run_1/sizing.png
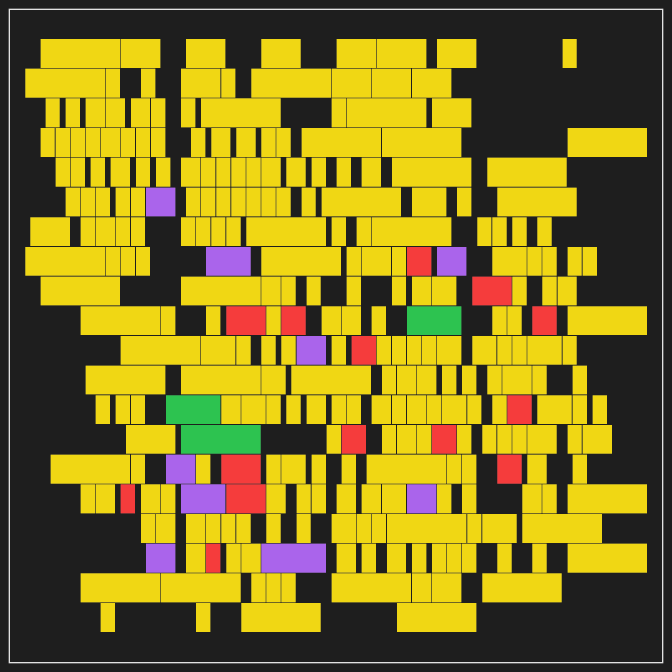
run_1/ff_map.png
The bar under the picture is 20 um long. Other sequential cells in the stronger grey, the rest of the logic in the fainter grey.
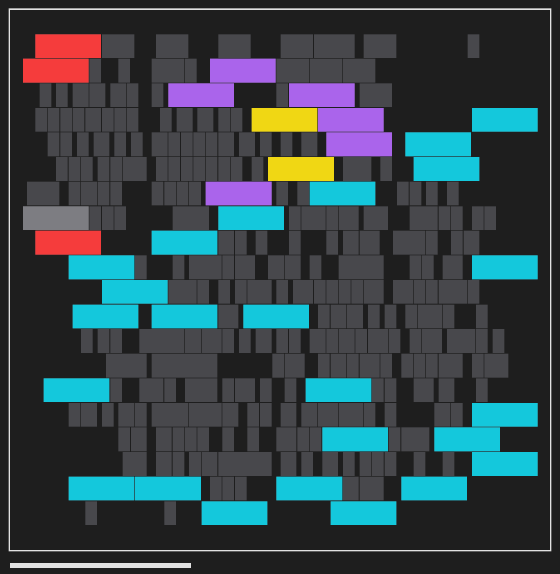
run_1/clock_wires.png
The bar under the picture is 20 um long.
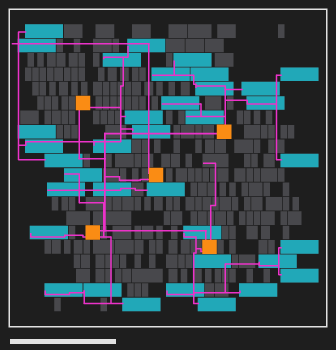
run_1/placed.png
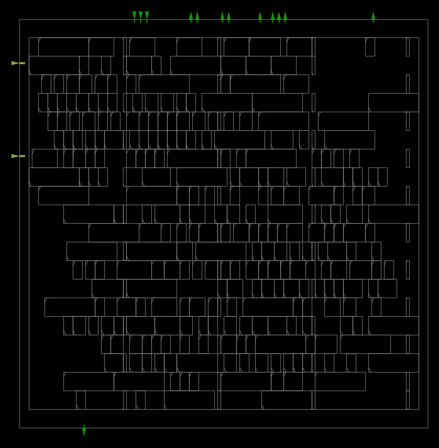
<file path="src/rtl/tbird_tail_fsm_pkg.sv">
// Shared definitions for the Thunderbird tail-light sequencer.
// Holds the csl mode codes, which hex_display also uses, and the bus widths.
package tbird_tail_fsm_pkg;

  localparam int unsigned LIGHTS_W = 6;
  localparam int unsigned CSL_W    = 4;

  // csl mode codes as seen by hex_display
  localparam logic [CSL_W-1:0] CSL_IDLE   = 4'h0;
  localparam logic [CSL_W-1:0] CSL_LEFT   = 4'h1;
  localparam logic [CSL_W-1:0] CSL_RIGHT  = 4'h2;
  localparam logic [CSL_W-1:0] CSL_HAZARD = 4'h3;

endpackage

</file>
<file path="src/rtl/tbird_tail_fsm_tick_gen.sv">
// Free-running step divider for the tail-light sequencer.
// Ports:
//   clk  in   system clock
//   rst  in   synchronous, active-high reset
//   tick out  registered 1-clk pulse, once every TICK_DIV clocks
module tbird_tail_fsm_tick_gen #(
  parameter int unsigned TICK_DIV = 12_500_000
) (
  input  logic clk,
  input  logic rst,
  output logic tick
);

  localparam int unsigned     CNT_W   = (TICK_DIV > 1) ? $clog2(TICK_DIV) : 1;
  localparam logic [CNT_W-1:0] CNT_MAX = CNT_W'(TICK_DIV - 1);

  logic [CNT_W-1:0] count;

  // Counter runs 0..TICK_DIV-1; tick pulses for one clock after each wrap.
  always_ff @(posedge clk) begin
    if (rst) begin
      count <= '0;
      tick  <= 1'b0;
    end else if (count == CNT_MAX) begin
      count <= '0;
      tick  <= 1'b1;
    end else begin
      count <= count + CNT_W'(1);
      tick  <= 1'b0;
    end
  end

endmodule

</file>
<file path="src/rtl/tbird_tail_fsm.sv">
// Thunderbird tail-light sequencer: turns left/right/hazard switch requests into
// a timed 3-lamp-per-side blink pattern and a mode code for hex_display.
// Ports:
//   clk     in   system clock
//   rst     in   synchronous, active-high reset
//   left    in   left-turn request (asynchronous switch)
//   right   in   right-turn request (asynchronous switch)
//   haz     in   hazard request (asynchronous switch)
//   lights  out  {LC,LB,LA,RA,RB,RC}, 1 = lamp on (registered)
//   csl     out  mode code IDLE/LEFT/RIGHT/HAZARD (registered)
// Configuration macro TBIRD_INPUT_SYNC_EN: when defined, the switches go through
// 2-flop synchronizers (2 clocks latency); when undefined they are used raw.
module tbird_tail_fsm
  import tbird_tail_fsm_pkg::*;
#(
  parameter int unsigned TICK_DIV = 12_500_000
) (
  input  logic                clk,
  input  logic                rst,
  input  logic                left,
  input  logic                right,
  input  logic                haz,
  output logic [LIGHTS_W-1:0] lights,
  output logic [CSL_W-1:0]    csl
);

  typedef enum logic [2:0] {
    S_IDLE, S_L1, S_L2, S_L3, S_R1, S_R2, S_R3, S_LR3
  } state_t;

  state_t              state, state_d;
  logic [LIGHTS_W-1:0] lights_d;
  logic [CSL_W-1:0]    csl_d;
  logic                tick;
  logic                left_s, right_s, haz_s;
  logic                req_h, req_l, req_r;

  tbird_tail_fsm_tick_gen #(
    .TICK_DIV(TICK_DIV)
  ) u_tick_gen (
    .clk (clk),
    .rst (rst),
    .tick(tick)
  );

`ifdef TBIRD_INPUT_SYNC_EN
  logic [2:0] sync1, sync2;

  // Two-flop synchronizers for the asynchronous switches.
  always_ff @(posedge clk) begin
    if (rst) begin
      sync1 <= '0;
      sync2 <= '0;
    end else begin
      sync1 <= {left, right, haz};
      sync2 <= sync1;
    end
  end

  assign {left_s, right_s, haz_s} = sync2;
`else
  assign {left_s, right_s, haz_s} = {left, right, haz};
`endif

  // Both turn switches together count as a hazard request.
  assign req_h = haz_s | (left_s & right_s);
  assign req_l = left_s & ~req_h;
  assign req_r = right_s & ~req_h;

  // State and output registers.
  always_ff @(posedge clk) begin
    if (rst) begin
      state  <= S_IDLE;
      lights <= '0;
      csl    <= CSL_IDLE;
    end else begin
      state  <= state_d;
      lights <= lights_d;
      csl    <= csl_d;
    end
  end

  // Next state on tick; lights/csl decoded from the next state so they land with it.
  always_comb begin
    state_d  = state;
    lights_d = '0;
    csl_d    = CSL_IDLE;

    if (tick) begin
      case (state)
        S_IDLE: begin
          if (req_h)      state_d = S_LR3;
          else if (req_l) state_d = S_L1;
          else if (req_r) state_d = S_R1;
        end
        S_L1:    state_d = req_h ? S_LR3 : S_L2;
        S_L2:    state_d = req_h ? S_LR3 : S_L3;
        S_R1:    state_d = req_h ? S_LR3 : S_R2;
        S_R2:    state_d = req_h ? S_LR3 : S_R3;
        S_L3,
        S_R3,
        S_LR3:   state_d = S_IDLE;
        default: state_d = S_IDLE;
      endcase
    end

    case (state_d)
      S_L1:  begin lights_d = 6'b001_000; csl_d = CSL_LEFT;   end
      S_L2:  begin lights_d = 6'b011_000; csl_d = CSL_LEFT;   end
      S_L3:  begin lights_d = 6'b111_000; csl_d = CSL_LEFT;   end
      S_R1:  begin lights_d = 6'b000_100; csl_d = CSL_RIGHT;  end
      S_R2:  begin lights_d = 6'b000_110; csl_d = CSL_RIGHT;  end
      S_R3:  begin lights_d = 6'b000_111; csl_d = CSL_RIGHT;  end
      S_LR3: begin lights_d = 6'b111_111; csl_d = CSL_HAZARD; end
      default: begin
        // IDLE: show the pending request so the display does not flicker between blinks.
        lights_d = '0;
        if (req_h)      csl_d = CSL_HAZARD;
        else if (req_l) csl_d = CSL_LEFT;
        else if (req_r) csl_d = CSL_RIGHT;
        else            csl_d = CSL_IDLE;
      end
    endcase
  end

endmodule

</file>
<file path="config.mk">
export PLATFORM = sky130hd
export DESIGN_NAME = tbird_tail_fsm
export DESIGN_NICKNAME = d
export VERILOG_FILES = /design/src/rtl/tbird_tail_fsm_pkg.sv /design/src/rtl/tbird_tail_fsm_tick_gen.sv /design/src/rtl/tbird_tail_fsm.sv
export SDC_FILE = /design/constraint.sdc
export NUM_CORES = 1
export LEC_CHECK = 0
export ABC_AREA = 1
export CAP_MARGIN = 20
export CORE_MARGIN = 1
export CORE_UTILIZATION = 55
export CTS_CLUSTER_DIAMETER = 100
export DETAILED_ROUTE_END_ITERATION = 8
export MAX_ROUTING_LAYER = met4
export PLACE_DENSITY = 0.87
export SLEW_MARGIN = 20
export SYNTH_ARGS = -nofsm -noshare
export SYNTH_HDL_FRONTEND = slang
export SYNTH_SLANG_ARGS = --single-unit
</file>
<file path="constraint.sdc">
create_clock -name clk -period 1.9 [get_ports clk]
set_input_delay 0.38 -clock clk [delete_from_list [all_inputs] [get_ports clk]]
set_output_delay 0.38 -clock clk [all_outputs]
set_load 0.05 [all_outputs]
</file>
==> flow_summary.toml, run 1 <==
# implementation run metrics
[yosys]
ys_top_cells_by_area = "dfxtp_1, nand2_1, nor2_1, inv_1, a21oi_1"
topCombFamilyByArea = "simple AND/OR/NAND/NOR gates"
ys_cells = 269
aoi_share = 0.05935
synth_adder_area_share = 0.006821
synth_top_area_share = 0.3929
synth.area.mux_share = 0
synthSimpleGateAreaFrac = 0.4079
postSynth.asyncResetShare = 0
largest_area_cell = "dfxtp_1"
synth_warnings = 0
netlist_instances = 269
yosys.cell_types.count = 26
ys.flop_type = "dfxtp_1"
numSynthFlops = 36
syn_area_per_cell_sq_um = 6.819
top_cells_by_count = "nand2_1, nor2_1, inv_1, dfxtp_1, a21oi_1"
edf_count = 0
yosysChipArea_sq_um = 1834
ys_sh_xor = 0.02865
synth_top_cell_by_count = "nand2_1"
synth_area_sq_um = 1834
synth_seq_share = 0.3929

[clocking]
cts_tree = "done"
cts_resized = 0
clk_root_buffer_cell = "clkbuf_4"
clock_insertion_delay_worst_skew_ns = 0.34
cts_sinks = 36
cts_max_path_buffers = 2
htreeDepth = 2
path_clk_slew_ns = 0.10
hold_buffers = 0
cts_inserted_buffers = 5
postCtsSetupBuffers = 0

[grt]
gr-usage-all-layers = 0.2454
top_usage_layer = "met2"
grt_use_met2 = 0.3762
grt_max_degree = 25
grt_pass1_wl_mm = 6.327
gr-total-overflow = 0
antenna_found_initial = 0
grt_pass1_vias = 1540
use_met3 = 0.07143
met1_usage = 0.3056

[power]
power_leakage_nw = 0.8226
power_density_nw_per_um2 = 633.5
ir_worst_vdd_mv = 0.4378

[layout]
comb_area_sq_um = 929.6
drive_gt1_frac = 0.09091
syn_to_final_growth_pct = 11.80
antenna_cells = 0
nets = 292

[sta]
final.min_clock_period_ns = 1.851
hold_violations = 0
fin_setup_tns_ns = 0
clock_skew_ns = 0.005977
fin_crit_sh = 0.9743
drv_slew = 0
rsz0062_at_grt = "no"
clock.fmax_mhz = 540.2
max_slew.worst_pin.slew_ns = 0.5004
setup_viol = 0
slew-limit-headroom = 0.6654

[run]
maxCapViolations = 0
warnings = 26

[routing]
dr.pass1.iters = 5
vias = 1690
drt_iter0_markers = 61
wire_per_inst_um = 11.09
drt_wl_total_mm = 3.661
ant_nets = 0
drc = 0
via_per_inst = 5.121

[setup_path]
startpoint_type = "flop"
crit_family = "buffers and inverters"
path_buffers = 1
ff2ff_path_depth = 8
arrival_ns = 1.47
cp_max_fo = 1
crit_type = "flop to output port"
critPathCaptureType = "output port"
path_depth = 1
crit_required_ns = 1.52
slowest_delay_ns = 0.80
slowest_stage = "clkdlybuf4s50_1"
path_cells = "clkdlybuf4s50_1"

[min_path]
hold_path.class = "flop to flop"
whs_path_depth = 2

[placed_design]
dp_hpwl_mm = 2.797
place.gp.congestion = 0.8985
io_buffers = 12
place_inst = 323

[floorplanning]
die-width_um = 59.75
fp-utilization = 0.5911
chipArea_sq_um = 3570
pin_count = 15
die_h_um = 59.75
rows = 20

[status]
status = "completed"
-- sizing.png (at the start) --
size	colour	cells
x1 and smaller	yellow	260
x6 and larger	green	3
x3 and x4	purple	9
x2	red	14

-- ff_map.png (at the start) --
signal	colour	sequential cells
u_tick_gen.count	cyan	24
csl	yellow	2
lights	purple	6
state	red	3
not coloured	1
P_seq: 0.000768 W
fraction of area in registers: 0.3514
area of all sequential standard cells: 720.7 sq um

-- clock_wires.png (at the start) --
[clock-net drivers] orange | count: 5
[flip-flops] cyan | count: 36
[clock wires] magenta | length: 469 um
flops lie	all over the die
routed clock nets	6

-- placed.png (at the start) --
Final Instance Count excl. Fillers: 330
# fillers: 295
Core Box Area: 3103 sq um
flop count: 36

[run 1: power by group]
part	switching, W	internal (W)	total (W)	leakage, nW
clock network	0.000250	0.000210	0.000460	0.0374
registers	0.00000531	0.000762	0.000768	0.291
logic	0.0000476	0.0000236	0.0000713	0.494
[run 1: flip-flops by register name (all words and copies together) (netlist names)]
name / count
lights: 6
state: 3
u_tick_gen.count: 24
u_tick_gen.tick: 1
csl: 2
[run 1: kinds of logic (layout without fill, tap and decap cells)]
| kind of cell | Yosys count | after routing |
|---|---|---|
| xor gates and xnor gates | 6 | 6 |
| DFF | 36 | 36 |
| AOI/OAI and AO/OA | 21 | 21 |
| buffers and inverters | 44 | 60 |
| and+or+nand+nor | 160 | 160 |
| other | 1 | 2 |
| adders and majority gates | 1 | 1 |
[run 1: cell type report]
class | instances | area share
inverter | 40 | 0.07322
clock buffer | 7 | 0.03173
tap | 44 | 0.02685
sequential | 36 | 0.3514
timing repair buffer | 13 | 0.06345
multi-input combinational | 190 | 0.4533
[run 1: per-layer routing]
layer | wire length (um) | part of all wire | vias to the layer above
met1 | 1649 | 0.45 | 766
met5 | 0 | 0 | -
met2 | 1710 | 0.47 | 45
met4 | 61 | 0.017 | 0
met3 | 240 | 0.066 | 8
li1 | - | - | 871
[run 1: per-stage QoR]
| step | hold slack, ns | worst slack, ns | instance area [sq um] | util | total power, W |
|---|---|---|---|---|---|
| finish | 0.4967 | 0.04883 | 2051 | 0.6609 | 0.001299 |
| floorplan | 0.4444 | 0.4007 | 1838 | - | 0.0008380 |
| global route | 0.5303 | 0.001098 | 2051 | 0.6609 | 0.001353 |
| detailed placement | 0.4830 | 0.1609 | 1983 | 0.6391 | 0.0008570 |
| global placement | 0.4658 | 0.2213 | 1983 | 0.6391 | 0.0008554 |
| CTS | 0.4981 | 0.03854 | 2048 | 0.6601 | 0.001305 |
[run 1: layout by cell type, fill, tap and decap left out, types with 2 or more instances in the layout]
cell             instances
nor3_1                   6
nand4_1                  8
nand2_4                  2
a21oi_1                 15
xor2_1                   4
inv_2                    2
nand3b_1                 4
nand2_1                 68
nor2_1                  45
nand2_2                  3
xnor2_1                  2
nor3_2                   3
clkbuf_4                 5
o21ai_0                  4
nor2_2                   5
inv_1                   38
conb_1                   2
clkbuf_8                 2
clkdlybuf4s50_1         11
nand3_1                 13
dfxtp_1                 36
[run 1: final timing paths]
kind,startpoint,to,slack (ns)
worst max-delay path,lights[5]$_SDFF_PP0_,lights[5],0.05
worst min-delay path,u_tick_gen.count[23]$_SDFF_PP0_,u_tick_gen.count[23]$_SDFF_PP0_,0.50
worst max register to register,u_tick_gen.count[1]$_SDFF_PP0_,u_tick_gen.count[12]$_SDFF_PP0_,0.25
worst min register to register,u_tick_gen.count[23]$_SDFF_PP0_,u_tick_gen.count[23]$_SDFF_PP0_,0.50
run_1/route_heat.png
The die is cut into 12 by 12 equal tiles; dark blue is low, red is high, scaled to the fullest tile. Values are wire area over tile area, all layers added.
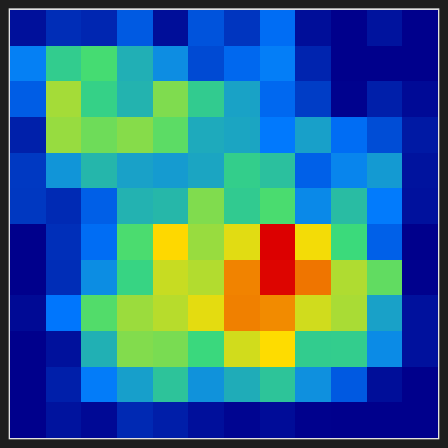

==> inputs of run 2 (changes only) <==
CORE_UTILIZATION = 57   (was 55)
PLACE_DENSITY = 0.89   (was 0.87)
run_2/route_heat.png
The die is cut into 12 by 12 equal tiles; dark blue is low, red is high, scaled to the fullest tile. Values are wire area over tile area, all layers added.
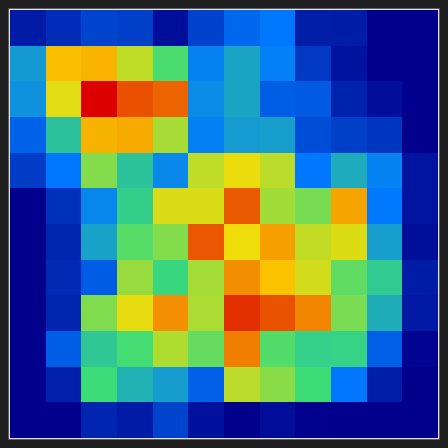
tiles over half the peak	35%
mean over tiles	0.18
densest ninth of the die	centre
fullest tile	0.50
aggregate routed wire length: 3.767 mm
vias post-DR: 1693
GRT Overall Usage: 0.2481

==> flow_summary.toml, run 2 <==
# implementation run metrics
[run]
maxCapViolations = 0
warnings = 26

[clocking]
cts_resized = 0
clk_root_buffer_cell = "clkbuf_4"
path_clk_slew_ns = 0.11
cts_tree = "done"
htreeDepth = 2
postCtsSetupBuffers = 0
hold_buffers = 0
cts_sinks = 36
cts_max_path_buffers = 2
clock_insertion_delay_worst_skew_ns = 0.35
cts_inserted_buffers = 5

[status]
status = "completed"

[floorplanning]
die-width_um = 58.73
core_sq_um = 3053
rows = 20
die_h_um = 58.73
fp-utilization = 0.6008
chipArea_sq_um = 3449
pin_count = 15

[setup_path]
path_buffers = 1
cp_max_fo = 1
critPathCaptureType = "output port"
crit_type = "flop to output port"
slowest_delay_ns = 0.79
crit_family = "buffers and inverters"
r2r_end = "u_tick_gen.count[16]$_SDFF_PP0_"
arrival_ns = 1.47
crit_required_ns = 1.52
ff2ff_path_depth = 8
crit_end = "lights[4]"
setup.worst_path.start = "lights[4]$_SDFF_PP0_"
slowest_stage = "clkdlybuf4s50_1"

[layout]
nets = 292
drive_gt1_frac = 0.09408
fin_area_sq_um = 2091
largest_reg_flops = 24
mostFrequentLayoutCells = "nand2_1, nor2_1, inv_1"
syn_to_final_growth_pct = 13.98

[yosys]
syn_area_per_cell_sq_um = 6.819
yosys.cell_types.count = 26
synth_area_sq_um = 1834
synth_top_area_share = 0.3929
ys_cells = 269
synth_warnings = 0
netlist_instances = 269
yosysChipArea_sq_um = 1834
postSynth.asyncResetShare = 0
ys.flop_type = "dfxtp_1"
synth_seq_share = 0.3929
synth_top_cell_by_count = "nand2_1"
edf_count = 0

[routing]
wire_per_inst_um = 11.38
drt_iter0_markers = 119
drc = 0

[sta]
clock.fmax_mhz = 539.3
hold_violations = 0
fin_crit_sh = 0.9758
max_slew.worst_pin.slew_ns = 0.5105
setup_viol = 0
slew-limit-headroom = 0.6591
clock_skew_ns = 0.008080
drv_slew = 0
fin_setup_tns_ns = 0

[grt]
antenna_found_initial = 0
grt_pass1_vias = 1477

[placed_design]
placed_cell_area_sq_um = 1983
dp_hpwl_mm = 2.791
place.gp.congestion = 0.9626

[min_path]
hold_path.class = "flop to flop"

[power]
power_density_nw_per_um2 = 692.5
ir_worst_vdd_mv = 0.3879
## run 2: netlist changes by cell type in the layout (fill, tap and decap cells not counted)
| cell | previous run | this run |
|---|---|---|
| bufinv_16 | 0 | 1 |
| dlymetal6s2s_1 | 1 | 5 |
| clkdlybuf4s50_1 | 11 | 7 |
## run 2: logic make-up after synthesis
group / after synthesis / synth area share
AND-OR/OR-AND: 21 / 0.05935
XOR/XNOR: 6 / 0.02865
adder cells (fa/ha/maj): 1 / 0.006820
buffers and inverters: 44 / 0.1023
flip-flops: 36 / 0.3929
other: 1 / 0.002044
AND/OR/NAND/NOR: 160 / 0.4079
## run 2: cell type report
| class | instances | area (sq um) |
|---|---|---|
| Clock inverter | 1 | 30.03 |
| Clock buffer | 7 | 65.06 |
| Inverter | 40 | 150.1 |
| Timing Repair Buffer | 13 | 140.1 |
| Sequential cell | 36 | 720.7 |
| Tap cell | 44 | 55.05 |
| Fill cell | 252 | 962.2 |
| Multi-Input combinational cell | 190 | 929.6 |
## run 2: per-layer routing
layer  track usage  wire [um]  share of wire  vias up
met5             -          0              0        -
met4       0.07823         58          0.015        0
met3       0.07692        215          0.057        7
met2        0.3766       1789           0.47       51
met1        0.3146       1704           0.45      763
li1              -          -              -      872
## run 2: report_power, final
group	internal, W	leakage [nW]	total, W	switching, W
clock	0.000349	0.0515	0.000609	0.000259
combinational	0.0000235	0.562	0.0000715	0.0000480
sequential	0.000762	0.291	0.000768	0.00000531
total	0.00114	0.905	0.00145	0.000313
## run 2: worst min path at each step
stage	startpoint	endpoint	slack (ns)	cells after the start
6_report	u_tick_gen.count[23]$_SDFF_PP0_	u_tick_gen.count[23]$_SDFF_PP0_	0.48	2
5_1_grt	u_tick_gen.count[19]$_SDFF_PP0_	u_tick_gen.count[19]$_SDFF_PP0_	0.52	2
4_1_cts	u_tick_gen.count[23]$_SDFF_PP0_	u_tick_gen.count[23]$_SDFF_PP0_	0.49	2
3_5_place_dp	u_tick_gen.count[23]$_SDFF_PP0_	u_tick_gen.count[23]$_SDFF_PP0_	0.47	2
3_3_place_gp	u_tick_gen.count[19]$_SDFF_PP0_	u_tick_gen.count[19]$_SDFF_PP0_	0.47	2
2_1_floorplan	u_tick_gen.count[23]$_SDFF_PP0_	u_tick_gen.count[23]$_SDFF_PP0_	0.44	2
## run 2: metrics by stage
| stage | utilization | power (W) | std cells | setup WS [ns] |
|---|---|---|---|---|
| detailed placement | 0.6496 | 0.0008566 | 323 | 0.1560 |
| global route | 0.6848 | 0.001506 | 331 | 0.002624 |
| CTS | 0.6807 | 0.001459 | 331 | 0.01857 |
| floorplan | - | 0.0008380 | 270 | 0.4007 |
| global placement | 0.6496 | 0.0008551 | 323 | 0.2073 |
| finish | 0.6848 | 0.001448 | 331 | 0.04591 |
run_2/placed.png
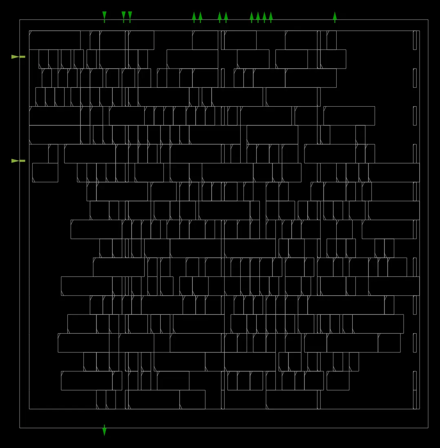

==> inputs of run 3 (changes only) <==
CORE_UTILIZATION = 49   (was 57)
MAX_ROUTING_LAYER = unset   (was met4)
PLACE_DENSITY = 0.8   (was 0.89)
run_3/placed.png
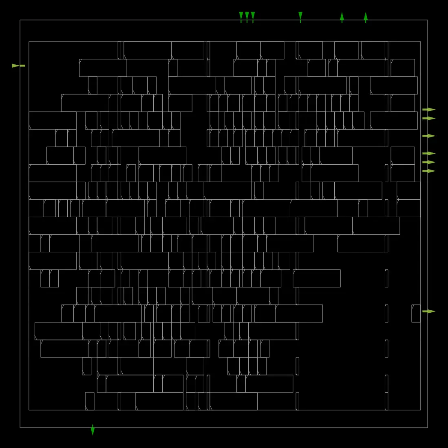
Core Box Area: 3468 sq um
Layout Utilization: 0.5999
# fillers: 323

==> flow_summary.toml, run 3 <==
# implementation run metrics
[yosys]
edf_count = 0
ys.flop_type = "dfxtp_1"
largest_area_cell = "dfxtp_1"
top_cells_by_count = "nand2_1, nor2_1, inv_1, dfxtp_1, a21oi_1"
synth_area_sq_um = 1834
ys_cells = 269
yosysChipArea_sq_um = 1834
synth_seq_share = 0.3929
netlist_instances = 269
numSynthFlops = 36
yosys.cell_types.count = 26
syn_area_per_cell_sq_um = 6.819
ys_top_cells_by_area = "dfxtp_1, nand2_1, nor2_1, inv_1, a21oi_1"

[clocking]
postCtsSetupBuffers = 0
clk_root_buffer_cell = "clkbuf_8"
cts_tree = "done"
path_clk_slew_ns = 0.07
cts_sinks = 36
cts_resized = 0
cts_max_path_buffers = 2

[setup_path]
path_cells = "clkdlybuf4s50_1"
ff2ff_path_depth = 8
crit_type = "flop to output port"
r2r_end = "u_tick_gen.count[16]$_SDFF_PP0_"
arrival_ns = 1.40
slowest_delay_ns = 0.80
startpoint_type = "flop"
r2r_slack_ns = 0.23
critPathCaptureType = "output port"
reg2reg_from = "u_tick_gen.count[1]$_SDFF_PP0_"

[power]
clockPowerShare = 0.391
power_density_nw_per_um2 = 663.4
power_leakage_nw = 0.8263
p_comb_frac = 0.053
p_sw_w = 0.0003378
p_sw_frac = 0.2447

[layout]
reg_top3 = "u_tick_gen.count: 24 flops, lights: 6 flops, state: 3 flops"
comb_area_sq_um = 929.6
drive_gt1_frac = 0.09722
mostFrequentLayoutCells = "nand2_1, nor2_1, inv_1"
layout_top_cell = "nand2_1"
syn_to_final_growth_pct = 13.44
regMostFlops = "u_tick_gen.count"
regArea_sq_um = 720.7
nets = 293

[floorplanning]
die-width_um = 63.19
die_h_um = 63.19
pin_count = 15
fp-utilization = 0.5289

[sta]
drv_slew = 0
clock.fmax_mhz = 560.9
rsz0062_at_grt = "no"
final.min_clock_period_ns = 1.783
fin_setup_tns_ns = 0
slew-limit-headroom = 0.6676
hold_violations = 0
clock_skew_ns = 0.006824
setup_viol = 0
max_slew.worst_pin.slew_ns = 0.4970

[grt]
grt_pass1_vias = 1571
gr-total-overflow = 0
antenna_found_initial = 0
gr-usage-all-layers = 0.2086

[routing]
ant_nets = 0
drt_iter0_markers = 91
wire_per_inst_um = 10.97
vias = 1636
dr.pass1.iters = 4
drt_wl_total_mm = 3.664

[placed_design]
dp_hpwl_mm = 2.702
place.gp.congestion = 0.8984
io_buffers = 12

[run]
maxCapViolations = 0
warnings = 26

[min_path]
whs_endpoint = "u_tick_gen.count[23]$_SDFF_PP0_"
hold_path.class = "flop to flop"
whs_path_depth = 2

[status]
status = "completed"
[run 3: cell types whose count changed in the layout (fill, tap and decap cells not counted), moves of 2 or more]
cell / before / now
clkbuf_4: 5 / 0
clkbuf_8: 2 / 5
clkdlybuf4s50_1: 7 / 12
dlymetal6s2s_1: 5 / 0
clkinv_2: 0 / 2
[run 3: final cells by class]
| cell class | instances | share of cell area |
|---|---|---|
| Sequential cell | 36 | 0.3464 |
| Inverter | 40 | 0.07216 |
| Tap cell | 46 | 0.02766 |
| Timing Repair Buffer | 14 | 0.06494 |
| Clock buffer | 5 | 0.03307 |
| Multi-Input combinational cell | 190 | 0.4468 |
| Clock inverter | 3 | 0.009020 |
[run 3: logic make-up (layout without fill, tap and decap cells)]
family,Yosys count,after routing,share of synthesized area
simple gates,160,160,0.4079
buf+inv,44,62,0.1023
flops,36,36,0.3929
compound gates,21,21,0.05935
xor+xnor,6,6,0.02865
fa+ha+maj,1,1,0.006820
other cells,1,2,0.002044
[run 3: worst max path at each step]
stage / start / endpoint / slack [ns] / depth (start not counted)
floorplan: u_tick_gen.count[0]$_SDFF_PP0_ / u_tick_gen.count[15]$_SDFF_PP0_ / 0.40 / 9
global placement: right / lights[3]$_SDFF_PP0_ / 0.24 / 9
CTS: lights[1]$_SDFF_PP0_ / lights[1] / 0.10 / 1
finish: lights[1]$_SDFF_PP0_ / lights[1] / 0.12 / 1
global route: u_tick_gen.count[1]$_SDFF_PP0_ / u_tick_gen.count[22]$_SDFF_PP0_ / 0.06 / 8
detailed placement: haz / lights[3]$_SDFF_PP0_ / 0.20 / 9
[run 3: metrics by stage]
step	instance area, sq um	setup WS [ns]	std cells	total power, W	hold WS, ns
after floorplan	1838	0.4007	270	0.0008380	0.4444
after global placement	1993	0.2355	326	0.0008571	0.4685
after detailed placement	1993	0.1950	326	0.0008582	0.4739
after CTS	2081	0.1000	334	0.001393	0.4839
after global routing	2081	0.05902	334	0.001430	0.4973
final	2081	0.1171	334	0.001380	0.4858
[run 3: metal layers]
layer  up-vias  part of all wire  track usage
met5         -                 0            0
met4         0             0.019       0.1023
met3         7             0.038      0.04891
met2        29              0.48       0.3656
met1       731              0.46       0.2352
li1        869                 -            -
[run 3: power groups by stage]
stage          registers, W  logic (W)  clock network [W]
6_report           0.000767  0.0000737           0.000540
5_1_grt            0.000768  0.0000806           0.000582
4_1_cts            0.000767  0.0000740           0.000553
3_5_place_dp       0.000784  0.0000738                  0
3_3_place_gp       0.000784  0.0000728                  0
2_1_floorplan      0.000795  0.0000425                  0
Power is estimated from default activity; no workload was simulated.
